### Supply network

Bar = 20 µm. Pins as bars on the die edge.
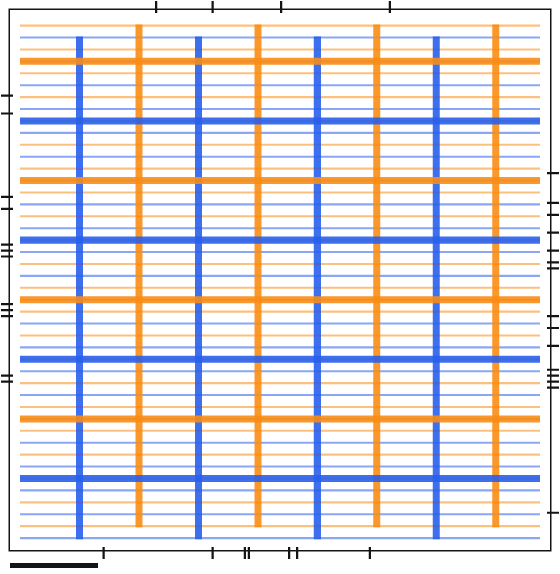
### Placed cells, one color a class

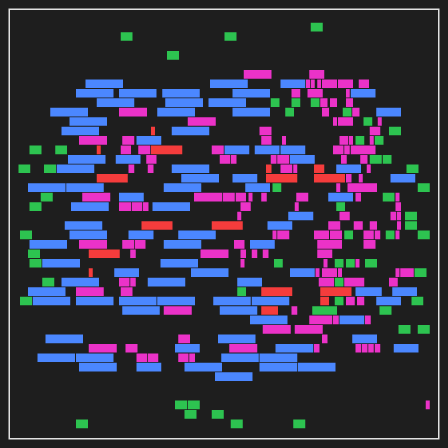
### Clock distribution

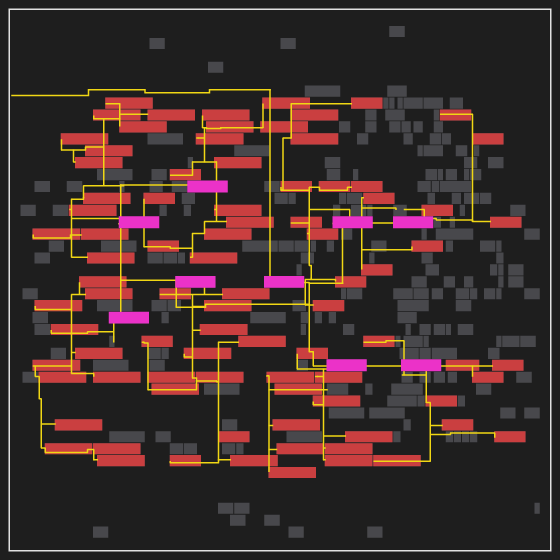
### Wiring by layer

Bar = 20 µm.
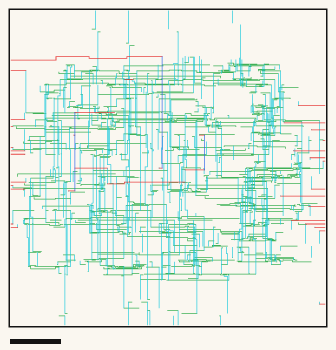
### Congestion heat map

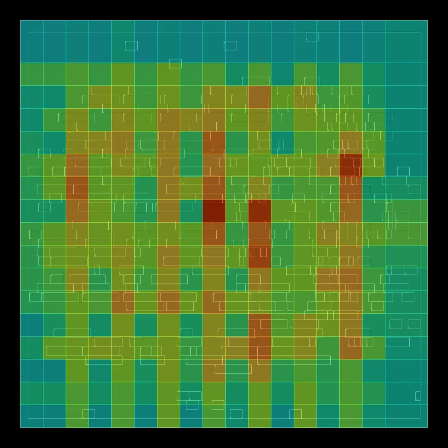
$ cat src/rtl/delay_pkg.sv
// Definitions shared by the delay requester and the delay timer: the FSM state
// encoding and the default delay-length width.
package delay_pkg;

  localparam int unsigned DEF_COUNTER_WIDTH = 10;

  typedef enum logic [1:0] {
    ST_IDLE  = 2'd0,
    ST_ISSUE = 2'd1,
    ST_WAIT  = 2'd2,
    ST_RESP  = 2'd3
  } dly_state_e;

  // True when n is a power of two and at least 2 (legal request-queue depth).
  function automatic bit depth_ok(input int unsigned n);
    return (n >= 2) && ((n & (n - 1)) == 0);
  endfunction

endpackage

$ cat src/rtl/delay_req_fifo.sv
// Synchronous request queue. Data appears at head_dat one cycle after the push.
// A push while full is dropped. A pop while empty is ignored. Push and pop together leave the count unchanged.
module delay_req_fifo #(
  parameter int unsigned WIDTH = 14,
  parameter int unsigned DEPTH = 4
) (
  input  logic                     clk,
  input  logic                     rst,
  input  logic                     push,
  input  logic [WIDTH-1:0]         push_dat,
  input  logic                     pop,
  output logic [WIDTH-1:0]         head_dat,
  output logic                     full,
  output logic                     empty,
  output logic [$clog2(DEPTH):0]   count
);

  localparam int unsigned AW = $clog2(DEPTH);

  logic [WIDTH-1:0] mem_q [DEPTH];
  logic [WIDTH-1:0] mem_d [DEPTH];
  logic [AW-1:0]    wr_ptr_q, wr_ptr_d;
  logic [AW-1:0]    rd_ptr_q, rd_ptr_d;
  logic [AW:0]      count_q, count_d;
  logic             do_push, do_pop;

  assign full     = (count_q == (AW+1)'(DEPTH));
  assign empty    = (count_q == '0);
  assign count    = count_q;
  assign head_dat = mem_q[rd_ptr_q];
  assign do_push  = push && !full;
  assign do_pop   = pop && !empty;

  always_comb begin
    mem_d    = mem_q;
    wr_ptr_d = wr_ptr_q;
    rd_ptr_d = rd_ptr_q;
    count_d  = count_q;
    if (do_push) begin
      mem_d[wr_ptr_q] = push_dat;
      wr_ptr_d        = wr_ptr_q + 1'b1;
    end
    if (do_pop) begin
      rd_ptr_d = rd_ptr_q + 1'b1;
    end
    case ({do_push, do_pop})
      2'b10:   count_d = count_q + 1'b1;
      2'b01:   count_d = count_q - 1'b1;
      default: count_d = count_q;
    endcase
  end

  always_ff @(posedge clk) begin
    if (rst) begin
      wr_ptr_q <= '0;
      rd_ptr_q <= '0;
      count_q  <= '0;
    end else begin
      wr_ptr_q <= wr_ptr_d;
      rd_ptr_q <= rd_ptr_d;
      count_q  <= count_d;
    end
  end

  // Storage needs no reset; only slots behind count_q are ever read.
  always_ff @(posedge clk) begin
    mem_q <= mem_d;
  end

endmodule

$ cat src/rtl/delay_requester.sv
// Delay-timer initiator. It queues tagged requests and issues one timer run per request. The push-to-start latency is 2 cycles.
// Each completion is returned in order on resp_*. DELAY_TIMEOUT_EN adds a watchdog that completes with resp_err=1.
module delay_requester
  import delay_pkg::*;
#(
  parameter int unsigned COUNTER_WIDTH = DEF_COUNTER_WIDTH,
  parameter int unsigned TAG_WIDTH     = 4,
  parameter int unsigned DEPTH         = 4,
  parameter int unsigned TIMEOUT_SLACK = 8
) (
  input  logic                     clk,
  input  logic                     rst,
  input  logic                     req_valid,
  output logic                     req_ready,
  input  logic [COUNTER_WIDTH-1:0] req_max,
  input  logic [TAG_WIDTH-1:0]     req_tag,
  output logic                     resp_valid,
  input  logic                     resp_ready,
  output logic [TAG_WIDTH-1:0]     resp_tag,
  output logic                     resp_err,
  output logic                     dly_start,
  output logic [COUNTER_WIDTH-1:0] dly_max,
  input  logic                     dly_done,
  output logic                     busy
);

  if (!depth_ok(DEPTH)) begin : g_depth_chk
    $error("delay_requester: DEPTH must be a power of 2 and >= 2");
  end
  // A healthy timer reports done by WAIT cycle max+2, so a smaller slack could beat it.
  if (TIMEOUT_SLACK < 2) begin : g_slack_chk
    $error("delay_requester: TIMEOUT_SLACK must be >= 2");
  end

  typedef struct packed {
    logic [TAG_WIDTH-1:0]     tag;
    logic [COUNTER_WIDTH-1:0] max;
  } req_t;

  req_t                    push_req, head_req;
  logic                    fifo_push, fifo_pop, fifo_full, fifo_empty;
  logic [$clog2(DEPTH):0]  fifo_count;
  logic                    timeout;

  dly_state_e              state_q, state_d;
  logic                    dly_start_q, dly_start_d;
  logic [COUNTER_WIDTH-1:0] dly_max_q, dly_max_d;
  logic [TAG_WIDTH-1:0]    cur_tag_q, cur_tag_d;
  logic                    first_wait_q, first_wait_d;
  logic                    resp_valid_q, resp_valid_d;
  logic [TAG_WIDTH-1:0]    resp_tag_q, resp_tag_d;
  logic                    resp_err_q, resp_err_d;

  assign push_req  = '{tag: req_tag, max: req_max};
  assign req_ready = !fifo_full && !rst;
  assign fifo_push = req_valid && req_ready;

  delay_req_fifo #(
    .WIDTH ($bits(req_t)),
    .DEPTH (DEPTH)
  ) u_fifo (
    .clk      (clk),
    .rst      (rst),
    .push     (fifo_push),
    .push_dat (push_req),
    .pop      (fifo_pop),
    .head_dat (head_req),
    .full     (fifo_full),
    .empty    (fifo_empty),
    .count    (fifo_count)
  );

`ifdef DELAY_TIMEOUT_EN
  typedef logic [COUNTER_WIDTH:0] wd_t;

  wd_t wd_cnt_q, wd_cnt_d, wd_limit;

  assign wd_limit = wd_t'(dly_max_q) + wd_t'(TIMEOUT_SLACK);

  always_comb begin
    wd_cnt_d = wd_cnt_q;
    if (state_q == ST_ISSUE) begin
      wd_cnt_d = '0;
    end else if (state_q == ST_WAIT) begin
      wd_cnt_d = wd_cnt_q + 1'b1;
    end
  end

  assign timeout = (state_q == ST_WAIT) && (wd_cnt_d >= wd_limit);

  always_ff @(posedge clk) begin
    if (rst) begin
      wd_cnt_q <= '0;
    end else begin
      wd_cnt_q <= wd_cnt_d;
    end
  end
`else
  assign timeout = 1'b0;
`endif

  always_comb begin
    state_d      = state_q;
    dly_start_d  = 1'b0;
    dly_max_d    = dly_max_q;
    cur_tag_d    = cur_tag_q;
    first_wait_d = first_wait_q;
    resp_valid_d = resp_valid_q;
    resp_tag_d   = resp_tag_q;
    resp_err_d   = resp_err_q;
    fifo_pop     = 1'b0;

    case (state_q)
      ST_IDLE: begin
        if (!fifo_empty) begin
          state_d = ST_ISSUE;
        end
      end
      ST_ISSUE: begin
        fifo_pop     = 1'b1;
        first_wait_d = 1'b1;
        state_d      = ST_WAIT;
      end
      ST_WAIT: begin
        // The timer's done flag is only trusted from the second WAIT cycle onward.
        first_wait_d = 1'b0;
        if (!first_wait_q && dly_done) begin
          state_d      = ST_RESP;
          resp_valid_d = 1'b1;
          resp_tag_d   = cur_tag_q;
          resp_err_d   = 1'b0;
        end else if (timeout) begin
          state_d      = ST_RESP;
          resp_valid_d = 1'b1;
          resp_tag_d   = cur_tag_q;
          resp_err_d   = 1'b1;
        end
      end
      ST_RESP: begin
        if (resp_ready) begin
          resp_valid_d = 1'b0;
          state_d      = fifo_empty ? ST_IDLE : ST_ISSUE;
        end
      end
      default: state_d = ST_IDLE;
    endcase

    // Registered outputs are loaded on entry to ISSUE, so dly_start and dly_max are valid in that cycle.
    if (state_d == ST_ISSUE) begin
      dly_start_d = 1'b1;
      dly_max_d   = head_req.max;
      cur_tag_d   = head_req.tag;
    end
  end

  always_ff @(posedge clk) begin
    if (rst) begin
      state_q      <= ST_IDLE;
      dly_start_q  <= 1'b0;
      dly_max_q    <= '0;
      cur_tag_q    <= '0;
      first_wait_q <= 1'b0;
      resp_valid_q <= 1'b0;
      resp_tag_q   <= '0;
      resp_err_q   <= 1'b0;
    end else begin
      state_q      <= state_d;
      dly_start_q  <= dly_start_d;
      dly_max_q    <= dly_max_d;
      cur_tag_q    <= cur_tag_d;
      first_wait_q <= first_wait_d;
      resp_valid_q <= resp_valid_d;
      resp_tag_q   <= resp_tag_d;
      resp_err_q   <= resp_err_d;
    end
  end

  assign dly_start  = dly_start_q;
  assign dly_max    = dly_max_q;
  assign resp_valid = resp_valid_q;
  assign resp_tag   = resp_tag_q;
  assign resp_err   = resp_err_q;
  assign busy       = (fifo_count != '0) || (state_q != ST_IDLE);

endmodule

$ cat config.mk
export PLATFORM = sky130hd
export DESIGN_NAME = delay_requester
export DESIGN_NICKNAME = d
export VERILOG_FILES = /design/src/rtl/delay_pkg.sv /design/src/rtl/delay_req_fifo.sv /design/src/rtl/delay_requester.sv
export SDC_FILE = /design/constraint.sdc
export NUM_CORES = 1
export LEC_CHECK = 0
export ABC_AREA = 0
export ABC_CLOCK_PERIOD_IN_PS = 2400
export CORE_MARGIN = 2
export CORE_UTILIZATION = 25
export CTS_CLUSTER_SIZE = 20
export DETAILED_ROUTE_END_ITERATION = 10
export MAX_ROUTING_LAYER = met4
export PLACE_DENSITY_LB_ADDON = 0.12
export SETUP_SLACK_MARGIN = 0.1
export SYNTH_ARGS = -nofsm -noshare
export SYNTH_HDL_FRONTEND = slang
export SYNTH_SLANG_ARGS = --single-unit
export TNS_END_PERCENT = 1
$ cat constraint.sdc
create_clock -name clk -period 2.4 [get_ports clk]
set_input_delay 0.24 -clock clk [delete_from_list [all_inputs] [get_ports clk]]
set_output_delay 0.24 -clock clk [all_outputs]
set_load 0.01 [all_outputs]
==> GITHUB_STEP_SUMMARY <==
## PnR job results

| Metric | Value |
|---|---|
| Endpoint class of the critical path | register |
| Warnings, synthesis | 0 |
| Cell Chain, Critical Path | inv_1 -> ha_1 -> nor2b_2 -> ha_1 -> inv_1 -> fa_1 -> xor2_1 -> or3_2 -> a21oi_1 |
| Status | finished, final reports clean |
| Seq cells | 86 |
| Resize count post-CTS | 0 |
| Layout cells sized above 1 | 0.265 |
| Clk sinks | 86 |
| Clock buf count | 13 |
| Final setup viols | 0 |
| Drt pass-1 iters | 4 |
| Hold endpoint | dly_max[8] |
| RSZ-0062 raised after global routing | true |
| Max reg flops | 56 |
| Post-CTS Setup Inserts | 0 |
| Nets | ~320 |
| Crit-path max FO | 5 |
| Cell count listed in synth_stat.txt | 230 |
| Pwr Density | 1050 nW/µm² |
| CP startpoint kind | register |
| Yosys stat area | 3550 µm² |
| HP Class | reg -> reg |
| CP peak stage delay | 410 ps |
| Post-synth EDFFs | 56 |
| Layout fillers | 1408 |
| Log Warnings | 33 |
| Ys async rst share | 0 |
| Biggest consumer | registers |
| Most instantiated logic cells after routing | edfxtp_1 (56), clkdlybuf4s50_1 (36), dfxtp_1 (29) |
| Setup TNS Final | 0 ps |
| Vias/cell | between 4 and 5 |
| R2r setup slk | 190 ps |
| #MultiIn Comb | 123 |
| Crit Reg-Reg Endpoint | u_fifo.count[2] |
| Post-Synth AOI/OAI Area | 0.0838 |
| Detail Route Antenna Nets | 0 |
| Residual DRC count | 0 |
| Post-Syn Area | 3550 µm² |
| Crit Path Category | reg -> reg |
| R2r worst-path depth | 9 |
| Largest logic family | multiplexers |
| Leakage | 1.54 nW |
| Top-Level Pins | 38 |
| Top reg by flops | u_fifo.mem_q |
| Worst Max-Slew Pin Slew | 494 ps |
About 'Supply network':
Key: orange = VDD; blue = VSS
8 straps on met4. 38 signal pins sit on the boundary. 8 straps on met5.
DIE WIDTH: 123 µm
core area: 13900 µm²
Die Y: 123 µm
Max VDD drop: 475 µV

About 'Placed cells, one color a class':
Key: blue = sequential cells [cells 86, share of their area 53%]; magenta = remaining logic cells [cells 133, share of their area 28%]; red = clock drivers and dummy loads [cells 16, share of their area 6.3%]; green = remaining buffers and delay cells [cells 56, share of their area 12%]
final instance area: 4500 µm²
num rows: 43
final core occ: 0.324
flop share of the area: 0.507

About 'Clock distribution':
Key: red = flip-flops [count 86]; magenta = clock-net drivers [count 9]; yellow = clock wires [length 1110 µm]
There are 10 routed clock nets.
clk_skew: 5.98 ps
clk latency late pin: 330 ps
Clk pwr share: 0.268
P_clk: 1.27 mW

About 'Wiring by layer':
Key: cyan = M2 [wire length 3530 µm]; blue = M4 [wire length 87.7 µm]; green = M1 [wire length 3710 µm]; red = M3 [wire length 284 µm]
vias: 2036
WL per Instance: 16.1 µm
final wirelength: 7600 µm
GRT Util Overall: 0.113

About 'Congestion heat map':
routing usage on met3: 0.0304
met1 Track Usage GR: 0.147

[metrics by stage]
stage | hold slack [ps] | utilization | power [mW]
after global routing | 498 | 0.324 | 5.04
after floorplan | 320 | - | 2.91
after detailed placement | 473 | 0.303 | 3.49
after global placement | 469 | 0.303 | 3.50
after CTS | 482 | 0.322 | 4.79
final | 478 | 0.324 | 4.74
[worst max-delay path: cells and delay by family, from the launching register on]
kind	cells	cell delay (ps)
xor+xnor	1	150
buf+inv	2	160
compound gates	1	140
simple gates	2	600
flops	1	370
fa+ha+maj	3	730
[cells by family (layout without fill, tap and decap cells)]
logic type	after synthesis	in the layout
xor gates and xnor gates	5	5
and+or+nand+nor	47	47
DFF	86	86
AOI/OAI and AO/OA	42	42
adders and majority gates	10	10
buffers and inverters	21	82
other	1	1
muxes	18	18
No activity file was given, so power comes from the tool's default toggle rates.
